==> config.mk <==
export PLATFORM = sky130hd
export DESIGN_NAME = seq_mag_comparator
export DESIGN_NICKNAME = d
export VERILOG_FILES = /design/src/rtl/seq_mag_comparator.sv
export SDC_FILE = /design/constraint.sdc
export NUM_CORES = 1
export LEC_CHECK = 0
export ABC_AREA = 1
export CORE_ASPECT_RATIO = 0.8
export CORE_UTILIZATION = 30
export CTS_CLUSTER_DIAMETER = 40
export CTS_CLUSTER_SIZE = 30
export DETAILED_ROUTE_END_ITERATION = 6
export GPL_ROUTABILITY_DRIVEN = 0
export PLACE_DENSITY = 0.49
export SETUP_SLACK_MARGIN = 0.5
export SYNTH_ARGS = -nofsm -noshare
export SYNTH_HDL_FRONTEND = slang
export SYNTH_SLANG_ARGS = --single-unit
==> constraint.sdc <==
create_clock -name clk -period 2.4 [get_ports clk]
set_input_delay 0.48 -clock clk [delete_from_list [all_inputs] [get_ports clk]]
set_output_delay 0.48 -clock clk [all_outputs]
set_load 0.02 [all_outputs]
==> src/rtl/seq_mag_comparator.sv <==
// seq_mag_comparator: multi-cycle unsigned magnitude comparator.
// A single 2-bit comparator slice walks both operands from the MSB digit to
// the LSB digit, one digit per clock, behind a start/busy/done handshake.
//
// Ports:
//   clk, rst        rising-edge clock, asynchronous active-high reset
//   start           comparison request, sampled only while idle
//   a, b            WIDTH-bit unsigned operands, captured on the accepting edge
//   busy            high while digits are being examined
//   done            one-cycle pulse when the result flags update
//   alb, aeb, agb   registered A<B, A==B, A>B
module seq_mag_comparator #(
   parameter int unsigned WIDTH      = 8,
   parameter int unsigned EARLY_EXIT = 1
) (
   input  logic             clk,
   input  logic             rst,
   input  logic             start,
   input  logic [WIDTH-1:0] a,
   input  logic [WIDTH-1:0] b,
   output logic             busy,
   output logic             done,
   output logic             alb,
   output logic             aeb,
   output logic             agb
);

   localparam int unsigned D  = WIDTH / 2;
   localparam int unsigned CW = (D > 1) ? $clog2(D) : 1;

   localparam logic [1:0] S_IDLE = 2'd0;
   localparam logic [1:0] S_RUN  = 2'd1;
   localparam logic [1:0] S_DONE = 2'd2;

   logic [1:0]       state_q, state_d;
   logic [WIDTH-1:0] sa_q, sa_d;
   logic [WIDTH-1:0] sb_q, sb_d;
   logic [CW-1:0]    cnt_q, cnt_d;
   logic             dec_q, dec_d;
   logic             plt_q, plt_d;
   logic             pgt_q, pgt_d;
   logic             busy_q, busy_d;
   logic             done_q, done_d;
   logic [2:0]       flags_q, flags_d;   // {alb, aeb, agb}

   // Shared 2-bit slice on the current most-significant digit
   logic [1:0] x, y;
   logic       lt, gt, eq;
   logic       dec_n, lt_n, gt_n;

   always_comb begin
      x  = sa_q[WIDTH-1 -: 2];
      y  = sb_q[WIDTH-1 -: 2];
      lt = (~x[1] & ~x[0] & y[0]) | (~x[1] & y[1]) | (y[1] & y[0] & ~x[0]);
      gt = (x[1] & x[0] & ~y[0]) | (x[1] & ~y[1]) | (~y[1] & ~y[0] & x[0]);
      eq = ~lt & ~gt;
      // The first unequal digit wins; lower digits cannot override it
      dec_n = dec_q | ~eq;
      lt_n  = dec_q ? plt_q : lt;
      gt_n  = dec_q ? pgt_q : gt;
   end

   // Next-state and registered-output logic
   always_comb begin
      state_d = state_q;
      sa_d    = sa_q;
      sb_d    = sb_q;
      cnt_d   = cnt_q;
      dec_d   = dec_q;
      plt_d   = plt_q;
      pgt_d   = pgt_q;
      busy_d  = 1'b0;
      done_d  = 1'b0;
      flags_d = flags_q;

      case (state_q)
         S_IDLE: begin
            if (start) begin
               sa_d    = a;
               sb_d    = b;
               cnt_d   = CW'(D - 1);
               dec_d   = 1'b0;
               plt_d   = 1'b0;
               pgt_d   = 1'b0;
               busy_d  = 1'b1;
               state_d = S_RUN;
            end
         end
         S_RUN: begin
            dec_d = dec_n;
            plt_d = lt_n;
            pgt_d = gt_n;
            if (((EARLY_EXIT != 0) && !eq) || (cnt_q == CW'(0))) begin
               state_d = S_DONE;
               done_d  = 1'b1;
               flags_d = dec_n ? {lt_n, 1'b0, gt_n} : 3'b010;
            end else begin
               busy_d = 1'b1;
               sa_d   = sa_q << 2;
               sb_d   = sb_q << 2;
               cnt_d  = cnt_q - CW'(1);
            end
         end
         S_DONE: begin
            state_d = S_IDLE;
         end
         default: begin
            state_d = S_IDLE;
         end
      endcase
   end

   // State and output registers
   always_ff @(posedge clk or posedge rst) begin
      if (rst) begin
         state_q <= S_IDLE;
         sa_q    <= '0;
         sb_q    <= '0;
         cnt_q   <= '0;
         dec_q   <= 1'b0;
         plt_q   <= 1'b0;
         pgt_q   <= 1'b0;
         busy_q  <= 1'b0;
         done_q  <= 1'b0;
         flags_q <= 3'b000;
      end else begin
         state_q <= state_d;
         sa_q    <= sa_d;
         sb_q    <= sb_d;
         cnt_q   <= cnt_d;
         dec_q   <= dec_d;
         plt_q   <= plt_d;
         pgt_q   <= pgt_d;
         busy_q  <= busy_d;
         done_q  <= done_d;
         flags_q <= flags_d;
      end
   end

   assign busy = busy_q;
   assign done = done_q;
   assign alb  = flags_q[2];
   assign aeb  = flags_q[1];
   assign agb  = flags_q[0];

endmodule

Figure 1. Clock routing.
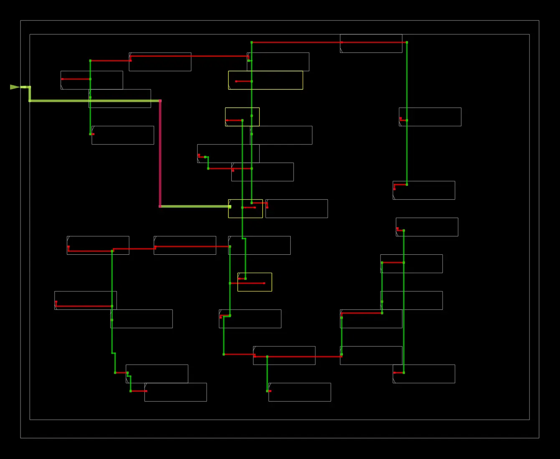
Power Clock: 0.370 mW
Max Clock Skew: 5.99 ps
Seq cells: 28

Figure 2. Clock network drawn from the DEF.
Bar = 20 um.
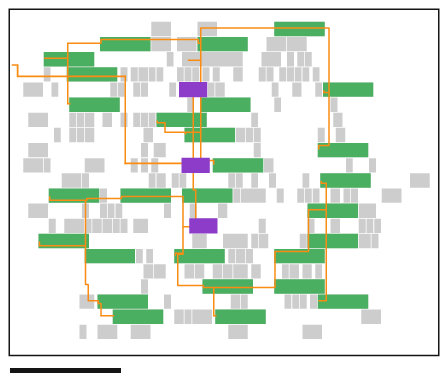
legend:
  purple:
    item: clock drivers
    count: 3
  green:
    item: flip-flops
    count: 28
  orange:
    item: clock wires
    length: 359 um
routed clock nets: 4

Figure 3. Where the registers sit.
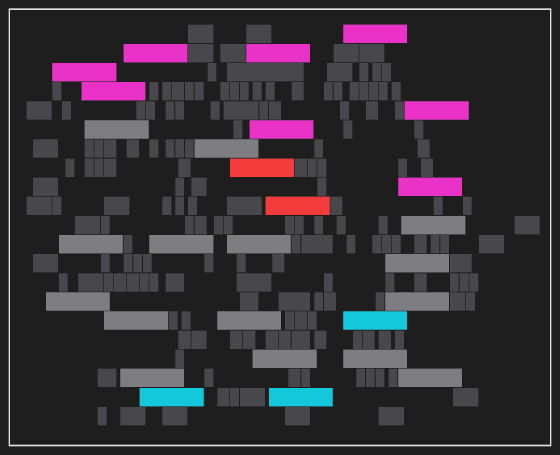
legend:
  magenta:
    name_in_the_netlist: sa_q
    placed_flops: 8
  cyan:
    name_in_the_netlist: flags_q
    placed_flops: 3
  red:
    name_in_the_netlist: cnt_q
    placed_flops: 2

Figure 4. Gate families picked out.
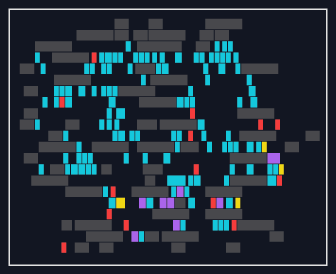
legend:
  yellow:
    family: nor cells
    cells: 4
  red:
    family: inv cells
    cells: 14
  cyan:
    family: nand cells
    cells: 113
  purple:
    family: aoi and oai cells
    cells: 8
    where: bottom center

==> deck_impl_summary.md <==
Key Metrics from the Run

Floorplan
  • Core Util at FP: 0.318
  • Die width: 76.9 um
  • Core ar.: 0.00423 sq mm

Worst setup path
  • Crit-path max FO: 2
  • Cell Chain, Critical Path: clkdlybuf4s50_1
  • CP max stage delay: 610 ps
  • Critical path buffers and inverters: 1
  • CP Class: reg2out

Cells and area
  • Fin cells: 256
  • Fillcell total: 430
  • Area delta synth->final: 26.1%

Detailed routing
  • # DRC: 0
  • Vias after detailed routing: 1111

Place
  • Final HPWL DP: 1.91 mm
  • IO Port Bufs: 23

STA
  • Final Max Slew Viols: 0
  • Final Hold Violation Tally: 0
  • Worst slew margin: 0.753
  • RSZ-0062 raised after global routing: no
  • # setup viols final: 0
  • Highest clock rate: 577 MHz

Yosys
  • Cell Area, Synth: 0.00135 sq mm
  • Post-synth ARST share: 1.00
  • Leading area contributor after synthesis: dfrtp_1
  • XOR Share, Synth: 0
  • Netlist cell types: 18
  • Mux share: 0
  • Synth Area in Simple Gates: 0.360
  • Aoi share: 0.0326
  • Dominant comb cell: simple AND/OR/NAND/NOR gates
  • Syn avg cell area: 7.69 sq um
  • Post-synthesis adder-cell area fraction: 0.00930
  • Cells after Synth: 175
  • Syn Nets: 195

Power
  • Seq group: 0.800 mW
  • Psw: 0.893 mW
  • PwrDens: 1280 mW/mm^2
  • Switch share: 0.411

Min path
  • Min-delay worst type: reg2reg

Clock tree
  • Htree depth: 1
  • PostCTS Resize Cnt: 0
  • CTS Root Cell: clkbuf_8

Outcome
  • Status: finished clean

Run
  • Tool warning count: 26
## worst paths after layout
path	startpoint	end	cells after the start
hold / removal	flags_q[0]$_DFFE_PP0P_	flags_q[0]$_DFFE_PP0P_	2
max in group asynchronous	rst	sa_q[3]$_DFFE_PP0P_	3
min in group asynchronous	rst	state_q[1]$_DFFE_PP0P_	3
hold reg to reg	flags_q[0]$_DFFE_PP0P_	flags_q[0]$_DFFE_PP0P_	2
setup / recovery	flags_q[1]$_DFFE_PP0P_	aeb	1
setup reg to reg	sa_q[7]$_DFFE_PP0P_	sa_q[6]$_DFFE_PP0P_	8
## layout make-up
cell class,instances,area [sq um],share of cell area
Clock buffer,3,41.3,0.0243
Inverter,14,52.6,0.0310
Tap cell,57,71.3,0.0420
Multi-Input combinational cell,126,541,0.319
Sequential cell,28,701,0.413
Timing Repair Buffer,27,260,0.153
Clock inverter,1,30.0,0.0177
## through the flow
| step | util | instance area (sq um) | worst slack, ps |
|---|---|---|---|
| 6_report | 0.401 | 1700 | 668 |
| 5_1_grt | 0.401 | 1700 | 606 |
| 4_1_cts | 0.401 | 1700 | 657 |
| 3_5_place_dp | 0.384 | 1630 | 538 |
| 3_3_place_gp | 0.384 | 1630 | 558 |
| 2_1_floorplan | - | 1350 | 1100 |
## worst min-delay path: cells and delay by family (launching register included)
kind            cells  cell delay (ps)
flops               1              360
compound gates      1               60
simple gates        1               50
## metal layers
metal	share of wire	track usage	wire length (um)	vias to the layer above
li1	-	-	-	587
met3	0.025	0.0219	71	2
met2	0.45	0.218	1250	17
met4	0.0053	0.0495	15	0
met1	0.52	0.180	1470	505
met5	0	0	0	-
## sequential cells by signal, summed over array words and instances (netlist names)
signal	flops
busy	1
dec_q	1
cnt_q	2
sa_q	8
sb_q	8
pgt_q	1
flags_q	3
state_q	2
plt_q	1
done	1
Power and IR drop assume default switching activity.
